--- config.mk ---
export PLATFORM = sky130hd
export DESIGN_NAME = slot_payout_ctrl
export DESIGN_NICKNAME = d
export VERILOG_FILES = /design/src/rtl/slot_payout_ctrl.sv
export SDC_FILE = /design/constraint.sdc
export NUM_CORES = 1
export LEC_CHECK = 0
export ABC_AREA = 1
export CORE_MARGIN = 10
export CORE_UTILIZATION = 53
export DETAILED_ROUTE_END_ITERATION = 8
export PLACE_DENSITY_LB_ADDON = 0.12
export SLEW_MARGIN = 20
export SYNTH_ARGS = -nofsm -noshare
export SYNTH_HDL_FRONTEND = slang
export SYNTH_SLANG_ARGS = --single-unit
--- constraint.sdc ---
create_clock -name clk -period 8 [get_ports clk]
set_clock_uncertainty 0.15 [all_clocks]
set_input_delay 0.8 -clock clk [delete_from_list [all_inputs] [get_ports clk]]
set_output_delay 0.8 -clock clk [all_outputs]
set_load 0.1 [all_outputs]
--- src/rtl/slot_payout_ctrl.sv ---
// Slot machine credit/spin controller: takes coins, debits a bet per spin, strobes the
// RNG, captures and scores the reels, and credits the payout with saturation.
module slot_payout_ctrl #(
  parameter int unsigned CREDIT_W    = 8,
  parameter int unsigned BET         = 1,
  parameter int unsigned PAY_PAIR    = 2,
  parameter int unsigned PAY_TRIPLE  = 10,
  parameter int unsigned PAY_JACKPOT = 50
) (
  input  logic                clk,
  input  logic                reset,
  input  logic                coin_in,
  input  logic                spin_req,
  input  logic                cash_out,
  input  logic [2:0]          rng1,
  input  logic [2:0]          rng2,
  input  logic [2:0]          rng3,
  output logic                button_press,
  output logic [CREDIT_W-1:0] credits,
  output logic [2:0]          reel1,
  output logic [2:0]          reel2,
  output logic [2:0]          reel3,
  output logic [CREDIT_W-1:0] last_payout,
  output logic                win,
  output logic                jackpot,
  output logic                busy,
  output logic                no_credit,
  output logic [CREDIT_W-1:0] cash_amt,
  output logic                cash_done
);

  localparam int unsigned SUM_W = CREDIT_W + 2;
  localparam logic [SUM_W-1:0] MAX_CREDIT = {2'b00, {CREDIT_W{1'b1}}};

  typedef enum logic [1:0] {IDLE, SPIN, CAPTURE, EVAL} state_t;

  state_t state, state_next;

  logic                button_press_next;
  logic [CREDIT_W-1:0] credits_next;
  logic [2:0]          reel1_next, reel2_next, reel3_next;
  logic [CREDIT_W-1:0] last_payout_next;
  logic                win_next, jackpot_next, busy_next;
  logic                no_credit_next, cash_done_next;
  logic [CREDIT_W-1:0] cash_amt_next;

  logic                debit, clear_credits;
  logic [CREDIT_W-1:0] payout;
  logic                is_triple, is_jackpot, is_pair;
  logic [CREDIT_W-1:0] score;
  logic [SUM_W-1:0]    sum;

  // Reel scoring, priority jackpot > triple > pair
  always_comb begin
    is_triple  = (reel1 == reel2) && (reel2 == reel3);
    is_jackpot = is_triple && (reel1 == 3'd7);
    is_pair    = (reel1 == reel2) || (reel2 == reel3) || (reel1 == reel3);
    if (is_jackpot)     score = CREDIT_W'(PAY_JACKPOT);
    else if (is_triple) score = CREDIT_W'(PAY_TRIPLE);
    else if (is_pair)   score = CREDIT_W'(PAY_PAIR);
    else                score = '0;
  end

  always_ff @(posedge clk) begin
    if (!reset) state <= IDLE;
    else        state <= state_next;
  end

  always_comb begin
    state_next        = state;
    button_press_next = 1'b0;
    no_credit_next    = 1'b0;
    cash_done_next    = 1'b0;
    cash_amt_next     = cash_amt;
    reel1_next        = reel1;
    reel2_next        = reel2;
    reel3_next        = reel3;
    last_payout_next  = last_payout;
    win_next          = win;
    jackpot_next      = jackpot;
    debit             = 1'b0;
    clear_credits     = 1'b0;
    payout            = '0;

    case (state)
      IDLE: begin
        // Spin has priority over cash-out; affordability uses pre-coin balance
        if (spin_req) begin
          if ({2'b00, credits} >= SUM_W'(BET)) begin
            debit             = 1'b1;
            button_press_next = 1'b1;
            win_next          = 1'b0;
            jackpot_next      = 1'b0;
            state_next        = SPIN;
          end else begin
            no_credit_next = 1'b1;
          end
        end else if (cash_out) begin
          cash_amt_next  = credits;
          clear_credits  = 1'b1;
          cash_done_next = 1'b1;
        end
      end
      SPIN: state_next = CAPTURE;
      CAPTURE: begin
        reel1_next = rng1;
        reel2_next = rng2;
        reel3_next = rng3;
        state_next = EVAL;
      end
      EVAL: begin
        payout           = score;
        last_payout_next = score;
        win_next         = (score != '0);
        jackpot_next     = is_jackpot;
        state_next       = IDLE;
      end
      default: state_next = IDLE;
    endcase

    // Net credit change in two extra bits, then clamped to the counter range
    sum = (clear_credits ? '0 : {2'b00, credits})
        + SUM_W'(coin_in)
        + {2'b00, payout}
        - (debit ? SUM_W'(BET) : '0);
    if (sum[SUM_W-1])          credits_next = '0;
    else if (sum > MAX_CREDIT) credits_next = MAX_CREDIT[CREDIT_W-1:0];
    else                       credits_next = sum[CREDIT_W-1:0];

    busy_next = (state_next != IDLE);
  end

  always_ff @(posedge clk) begin
    if (!reset) begin
      button_press <= 1'b0;
      credits      <= '0;
      reel1        <= '0;
      reel2        <= '0;
      reel3        <= '0;
      last_payout  <= '0;
      win          <= 1'b0;
      jackpot      <= 1'b0;
      busy         <= 1'b0;
      no_credit    <= 1'b0;
      cash_amt     <= '0;
      cash_done    <= 1'b0;
    end else begin
      button_press <= button_press_next;
      credits      <= credits_next;
      reel1        <= reel1_next;
      reel2        <= reel2_next;
      reel3        <= reel3_next;
      last_payout  <= last_payout_next;
      win          <= win_next;
      jackpot      <= jackpot_next;
      busy         <= busy_next;
      no_credit    <= no_credit_next;
      cash_amt     <= cash_amt_next;
      cash_done    <= cash_done_next;
    end
  end

endmodule

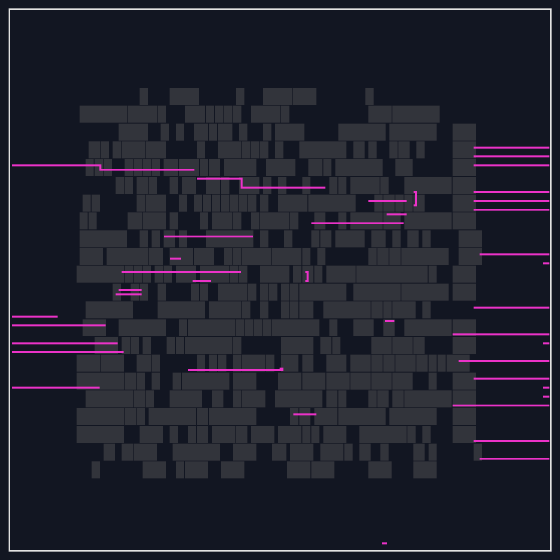
Figure 1: met3 routing.
Cells faint in the background.
37 nets have wire on it. The layer holds 7.6% of the routed length.
routed wire length: 4.90 mm
routed via count: 1814
global routing usage on met3: 0.0508

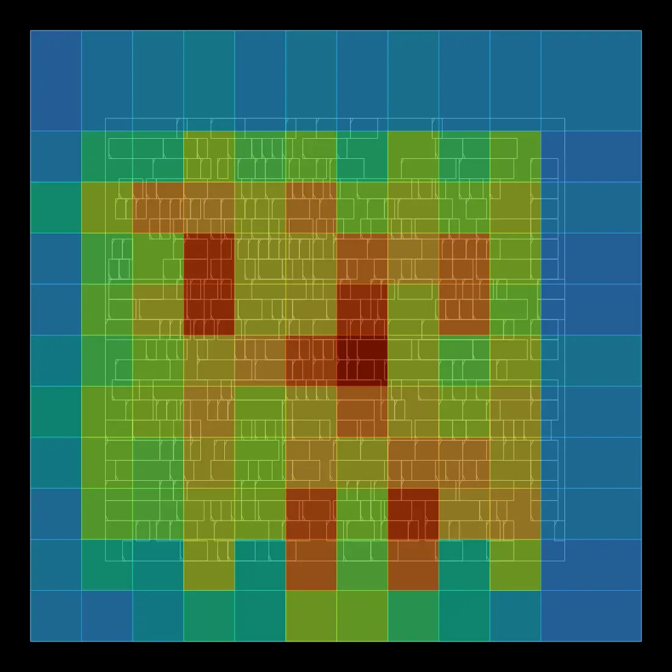
Figure 2: congestion heat map.
global routing usage on met2: 0.269
fraction of met1 tracks used by global routing: 0.162
final core utilization: 0.712
routed wirelength normalized by instance count: 12.9 microns
peak-usage layer in the global routing report: met2

==> Implementation_results.wiki <==
=== Physical design figures ===
{| class="wikitable"
! Metric !! Value
|-
| Worst Hold End || last_payout[3]
|-
| Unrepaired setup endpoints after global routing || no
|-
| Gate Count Post-Synth || 283
|-
| Ant. Diodes || 0
|-
| Top Layer Used || met4
|-
| Number of nets in the layout || approximately 360
|-
| Min Clock Period, post-route || 3500 ps
|-
| Slew Limit Headroom || 0.336
|-
| Antenna viol nets, final || 0
|-
| Critical Path Stages || 18
|-
| Sequential standard cell area || approximately 720 sq um
|-
| Weighted congestion at the end of routability-driven global placement || between 0.8 and 0.9
|-
| Hold buffer count at cts || 0
|-
| Number of gates resized after cts || 0
|-
| Post-route worst hold slack || 320 ps
|-
| Cell area after placement || 0.00253 sq mm
|-
| CP Data Arrival Time || roughly 3500 ps
|-
| Yosys stat cell total || 283
|-
| Asr flop ratio synth || 0
|-
| Kind of cell with the highest combined delay on the critical path || simple AND/OR/NAND/NOR gates
|-
| Logic share of the area || 0.420
|-
| Hold Violations, Final || 0
|-
| Total met2 wirelength after detailed routing || 2.51 mm
|-
| Clock transition at the register clock pins on the worst setup and hold paths after CTS || 70 ps
|-
| Met3 routed WL || 370 microns
|-
| Initial antenna violation count || 0
|-
| Sequential cell count || 36
|-
| Data required, critical path || about 8000 ps
|-
| Clock buffers || 5
|-
| Area share of xor/xnor cells in the synthesized design || 0.0549
|-
| Horizontal extent of the die || 82.6 microns
|-
| Relative area of clock buffers and inverters in the final design || 0.0435
|-
| CTS Buf Count || 5
|-
| Worst Reg2Reg Path Length in Cells || 19
|-
| Crit path launch type || primary input
|-
| Complex Gates by Area || 0.0753
|-
| Initial DRC Count || 62
|-
| Dominant cells by area after synthesis || sky130_fd_sc_hd__dfxtp_1 35%, sky130_fd_sc_hd__nor2_1 10%, sky130_fd_sc_hd__ha_1 10%, sky130_fd_sc_hd__nand2_1 8.3%, sky130_fd_sc_hd__inv_1 6.7%
|-
| Class of the tightest hold or removal check || reg -> reg
|-
| Run status || completed
|}
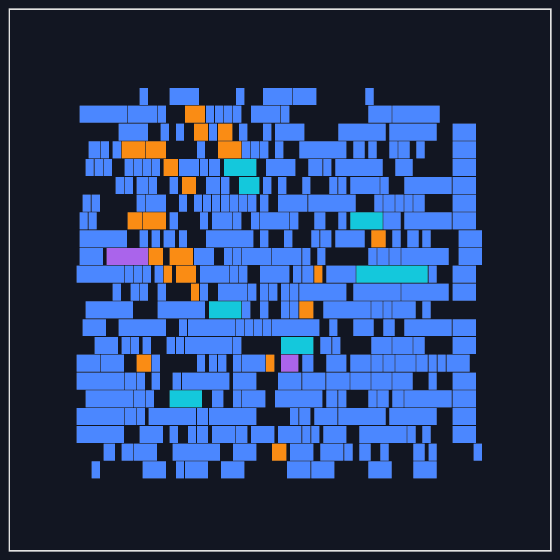
Figure 3: cells by drive strength.
Key: _0 and _1 cells = blue [cells 302, share 91%]; _3 and _4 cells = purple [cells 2, share 0.60%]; _2 cells = orange [cells 21, share 6.3%]; _6 and larger = cyan [cells 7, share 2.1%]
layout-stage area growth over the synthesis result: 27.4%
nonclk buf count: 48
Final WS setup: 4500 ps

cell usage in the layout (no fill, tap or decap), drive strengths merged:
cell type | Yosys | final
clkinv | 1 | 1
inv | 41 | 42
a21oi | 10 | 10
clkinvlp | 0 | 1
clkbuf | 1 | 5
nor3 | 1 | 1
bufinv | 0 | 1
fa | 1 | 1
dfxtp | 36 | 36
nand2 | 51 | 51
xnor2 | 12 | 12
nand3b | 2 | 2
conb | 1 | 4
ha | 17 | 17
or2 | 3 | 3
nor2 | 62 | 62
nand3 | 15 | 15
o21ai | 19 | 19
clkdlybuf4s50 | 0 | 48
xor2 | 1 | 1
worst register-to-register path, stage by stage, from the launching register on:
cell,delay [ps]
sky130_fd_sc_hd__dfxtp_1,330
sky130_fd_sc_hd__inv_1,90
sky130_fd_sc_hd__ha_1,260
sky130_fd_sc_hd__nand2_1,100
sky130_fd_sc_hd__nor2_2,340
sky130_fd_sc_hd__inv_2,210
sky130_fd_sc_hd__nand2_1,110
sky130_fd_sc_hd__ha_1,220
sky130_fd_sc_hd__inv_1,60
sky130_fd_sc_hd__ha_1,150
sky130_fd_sc_hd__inv_1,50
sky130_fd_sc_hd__fa_1,390
sky130_fd_sc_hd__inv_1,70
sky130_fd_sc_hd__nand2_1,40
sky130_fd_sc_hd__nand2_1,90
sky130_fd_sc_hd__nand3_2,90
sky130_fd_sc_hd__nand3_2,120
sky130_fd_sc_hd__nand3_4,100
sky130_fd_sc_hd__nor2_1,120
sky130_fd_sc_hd__nor2_1,50
